===== src/rtl/sky130_fd_io__amux_arbiter.sv =====
// Round-robin arbiter sharing amuxbus_a/amuxbus_b between analog pad requesters.
// Each bus runs its own IDLE/CONNECT/OWNED/BREAK sequencer with registered outputs.
module sky130_fd_io__amux_arbiter #(
    parameter int NREQ          = 4,
    parameter int SETTLE_CYCLES = 4,
    parameter int BBM_CYCLES    = 2,
    parameter int MAX_HOLD      = 0
) (
    input  logic            clk,
    input  logic            rst,
    input  logic            pwr_good,
    input  logic [NREQ-1:0] req,
    input  logic [NREQ-1:0] bus_sel,
    output logic [NREQ-1:0] sw_en_a,
    output logic [NREQ-1:0] sw_en_b,
    output logic [NREQ-1:0] gnt
);

    localparam int OW   = $clog2(NREQ);
    localparam int CMAX = (SETTLE_CYCLES > BBM_CYCLES) ? SETTLE_CYCLES : BBM_CYCLES;
    localparam int CW   = (CMAX < 2) ? 1 : $clog2(CMAX);
    localparam int HW   = (MAX_HOLD < 2) ? 1 : $clog2(MAX_HOLD + 1);

    localparam logic [CW-1:0] SETTLE_LAST = CW'(SETTLE_CYCLES - 1);
    localparam logic [CW-1:0] BBM_LAST    = CW'(BBM_CYCLES - 1);
    localparam logic [HW-1:0] HOLD_MAX    = HW'(MAX_HOLD);
    localparam logic [HW-1:0] HOLD_INIT   = (MAX_HOLD == 0) ? HW'(0) : HW'(1);

    typedef enum logic [1:0] {
        IDLE,
        CONNECT,
        OWNED,
        BREAK
    } state_t;

    logic [NREQ-1:0] sw_nx  [2];
    logic [NREQ-1:0] gnt_nx [2];

    for (genvar b = 0; b < 2; b++) begin : g_bus
        state_t          st_q, st_d;
        logic [OW-1:0]   own_q, own_d;
        logic [OW-1:0]   ptr_q, ptr_d;
        logic [OW-1:0]   pick, idx;
        logic [CW-1:0]   cnt_q, cnt_d;
        logic [HW-1:0]   hold_q, hold_d;
        logic            found;
        logic            preempt;
        logic [NREQ-1:0] elig, other, own_oh, sw_d, gnt_d;

        // A requester still switched onto the other bus is masked here.
        assign other  = (b == 0) ? sw_en_b : sw_en_a;
        assign elig   = req & ((b == 0) ? ~bus_sel : bus_sel)
                      & {NREQ{pwr_good}} & ~other;
        assign own_oh = {{(NREQ-1){1'b0}}, 1'b1} << own_q;
        assign preempt = (MAX_HOLD != 0) && (hold_q == HOLD_MAX)
                       && |(elig & ~own_oh);

        always_ff @(posedge clk) begin
            if (rst) begin
                st_q   <= IDLE;
                own_q  <= '0;
                ptr_q  <= OW'(NREQ - 1);
                cnt_q  <= '0;
                hold_q <= '0;
            end else begin
                st_q   <= st_d;
                own_q  <= own_d;
                ptr_q  <= ptr_d;
                cnt_q  <= cnt_d;
                hold_q <= hold_d;
            end
        end

        always_comb begin
            st_d   = st_q;
            own_d  = own_q;
            ptr_d  = ptr_q;
            cnt_d  = cnt_q;
            hold_d = hold_q;
            pick   = ptr_q;
            idx    = '0;
            found  = 1'b0;
            for (int k = 1; k <= NREQ; k++) begin
                idx = OW'((int'(ptr_q) + k) % NREQ);
                if (!found && elig[idx]) begin
                    found = 1'b1;
                    pick  = idx;
                end
            end
            unique case (st_q)
                IDLE: begin
                    if (found) begin
                        st_d  = CONNECT;
                        own_d = pick;
                        ptr_d = pick;
                        cnt_d = '0;
                    end
                end
                CONNECT: begin
                    if (!elig[own_q]) begin
                        st_d  = BREAK;
                        cnt_d = '0;
                    end else if (cnt_q == SETTLE_LAST) begin
                        st_d   = OWNED;
                        hold_d = HOLD_INIT;
                    end else begin
                        cnt_d = cnt_q + 1'b1;
                    end
                end
                OWNED: begin
                    if (!elig[own_q] || preempt) begin
                        st_d  = BREAK;
                        cnt_d = '0;
                    end else if (hold_q != HOLD_MAX) begin
                        hold_d = hold_q + 1'b1;
                    end
                end
                BREAK: begin
                    if (cnt_q == BBM_LAST) begin
                        st_d = IDLE;
                    end else begin
                        cnt_d = cnt_q + 1'b1;
                    end
                end
            endcase
            sw_d  = '0;
            gnt_d = '0;
            if (st_d == CONNECT || st_d == OWNED) begin
                sw_d[own_d] = 1'b1;
            end
            if (st_d == OWNED) begin
                gnt_d[own_d] = 1'b1;
            end
        end

        assign sw_nx[b]  = sw_d;
        assign gnt_nx[b] = gnt_d;
    end

    always_ff @(posedge clk) begin
        if (rst) begin
            sw_en_a <= '0;
            sw_en_b <= '0;
            gnt     <= '0;
        end else begin
            sw_en_a <= sw_nx[0];
            sw_en_b <= sw_nx[1];
            gnt     <= gnt_nx[0] | gnt_nx[1];
        end
    end

endmodule


===== config.mk =====
export PLATFORM = sky130hd
export DESIGN_NAME = sky130_fd_io__amux_arbiter
export DESIGN_NICKNAME = d
export VERILOG_FILES = /design/src/rtl/sky130_fd_io__amux_arbiter.sv
export SDC_FILE = /design/constraint.sdc
export NUM_CORES = 1
export LEC_CHECK = 0
export CELL_PAD_IN_SITES_DETAIL_PLACEMENT = 0
export CELL_PAD_IN_SITES_GLOBAL_PLACEMENT = 1
export CORE_MARGIN = 2
export CORE_UTILIZATION = 40
export CTS_CLUSTER_SIZE = 28
export DETAILED_ROUTE_END_ITERATION = 8
export PLACE_DENSITY = 0.88
export SYNTH_ARGS = -nofsm -noshare
export SYNTH_HDL_FRONTEND = slang
export SYNTH_SLANG_ARGS = --single-unit

===== constraint.sdc =====
create_clock -name clk -period 8.1 [get_ports clk]
set_clock_uncertainty 0.2 [all_clocks]
set_input_delay 2.43 -clock clk [delete_from_list [all_inputs] [get_ports clk]]
set_output_delay 2.43 -clock clk [all_outputs]
set_load 0.02 [all_outputs]

==> results.cfg <==
; flow metrics
[setup_path]
crit_slowest_cell = clkdlybuf4s50_1
cp_top_family = simple AND/OR/NAND/NOR gates
crit_start = pwr_good
crit_type = primary input to flop
worstSetupEndpointType = flop

[yosys]
yosys_area_um2 = 1630
post-synth-top-area-fraction_pct = 34.4
synth_cells = 167
ys_top_cells_by_area = dfxtp_1, ha_1, nor2_1
synthTopLogicFamily = simple AND/OR/NAND/NOR gates
simple_gate_share_pct = 32.4
aoi_share_pct = 19.4

[routing]
highest_layer = met4
wl_met1_um = 1750
drtAntennaViolNets = 0

[global_route]
track_usage_pct = 17.1
overflow = 0

[run_status]
run_status = completed

[timing]
rsz0062_at_grt = no
fin_crit_sh_pct = 65.3
whs_ns = 0.295

[pwr]
swShare_pct = 34.8

[layout]
layout-drive-gt1-share_pct = 13.9
tightest hold or removal path: stages (launching register included):
cell	delay (ns)
dfxtp_1	0.33
nand2_1	0.06
a21oi_1	0.06
layout by cell type, fill, tap and decap left out, types with 2 or more instances in the layout:
cell,instances
or3_1,3
nand2_1,11
clkbuf_8,3
a21oi_1,8
nor2b_1,3
nand2b_1,4
nand3_1,6
nand3b_1,2
and4bb_4,4
o22ai_1,2
dfxtp_1,28
or2_2,2
o21ai_0,3
mux4_2,2
nor3_1,3
clkdlybuf4s50_1,22
nor4_1,3
o21a_1,2
inv_1,9
mux2_2,3
nand4b_1,3
o31ai_1,2
nor2_1,19
and3_1,2
nand4bb_1,3
and4b_1,2
ha_1,6
or3b_1,3
and2_1,3
### Cell placement

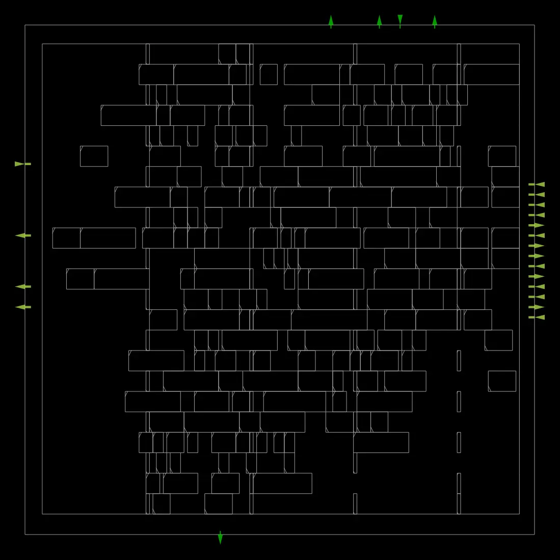
num tapcells: 50
Cell Rows: 23
final core utilization: 48.5%
flop share of the area: 29.1%

### Gate-type map

The bar under the picture is 20 um long.
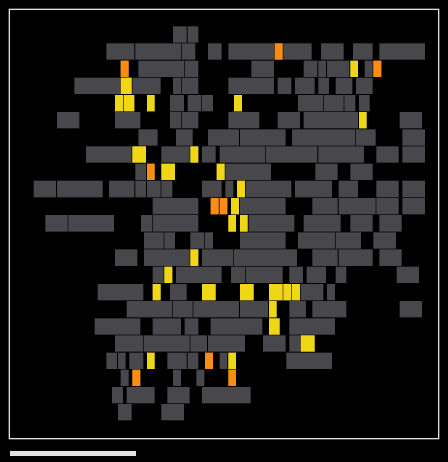
legend:
  yellow:
    family: NOR gates
    cells: 28
    most_used: nor2_1
  orange:
    family: inverters
    cells: 9
    most_used: inv_1

### Placement by cell class

The bar under the picture is 20 um long. Fill, decap, tap and diode cells in grey.
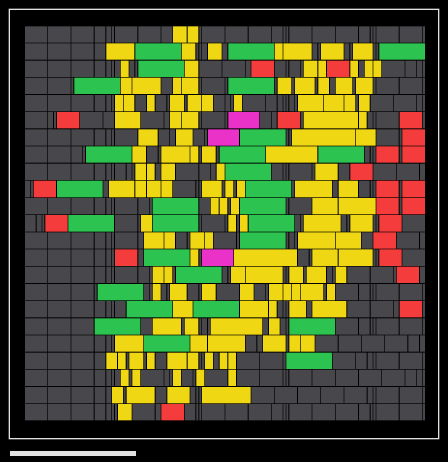
legend:
  yellow:
    class: all other logic
    cells: 134
    share_of_their_area: 56%
  green:
    class: flip-flops
    cells: 28
    share_of_their_area: 30%
  red:
    class: other buffers and delay cells
    cells: 22
    share_of_their_area: 12%
  magenta:
    class: cells driving clock nets
    cells: 3
    share_of_their_area: 2.2%
design area: 1930 um2
core area: 3970 um2

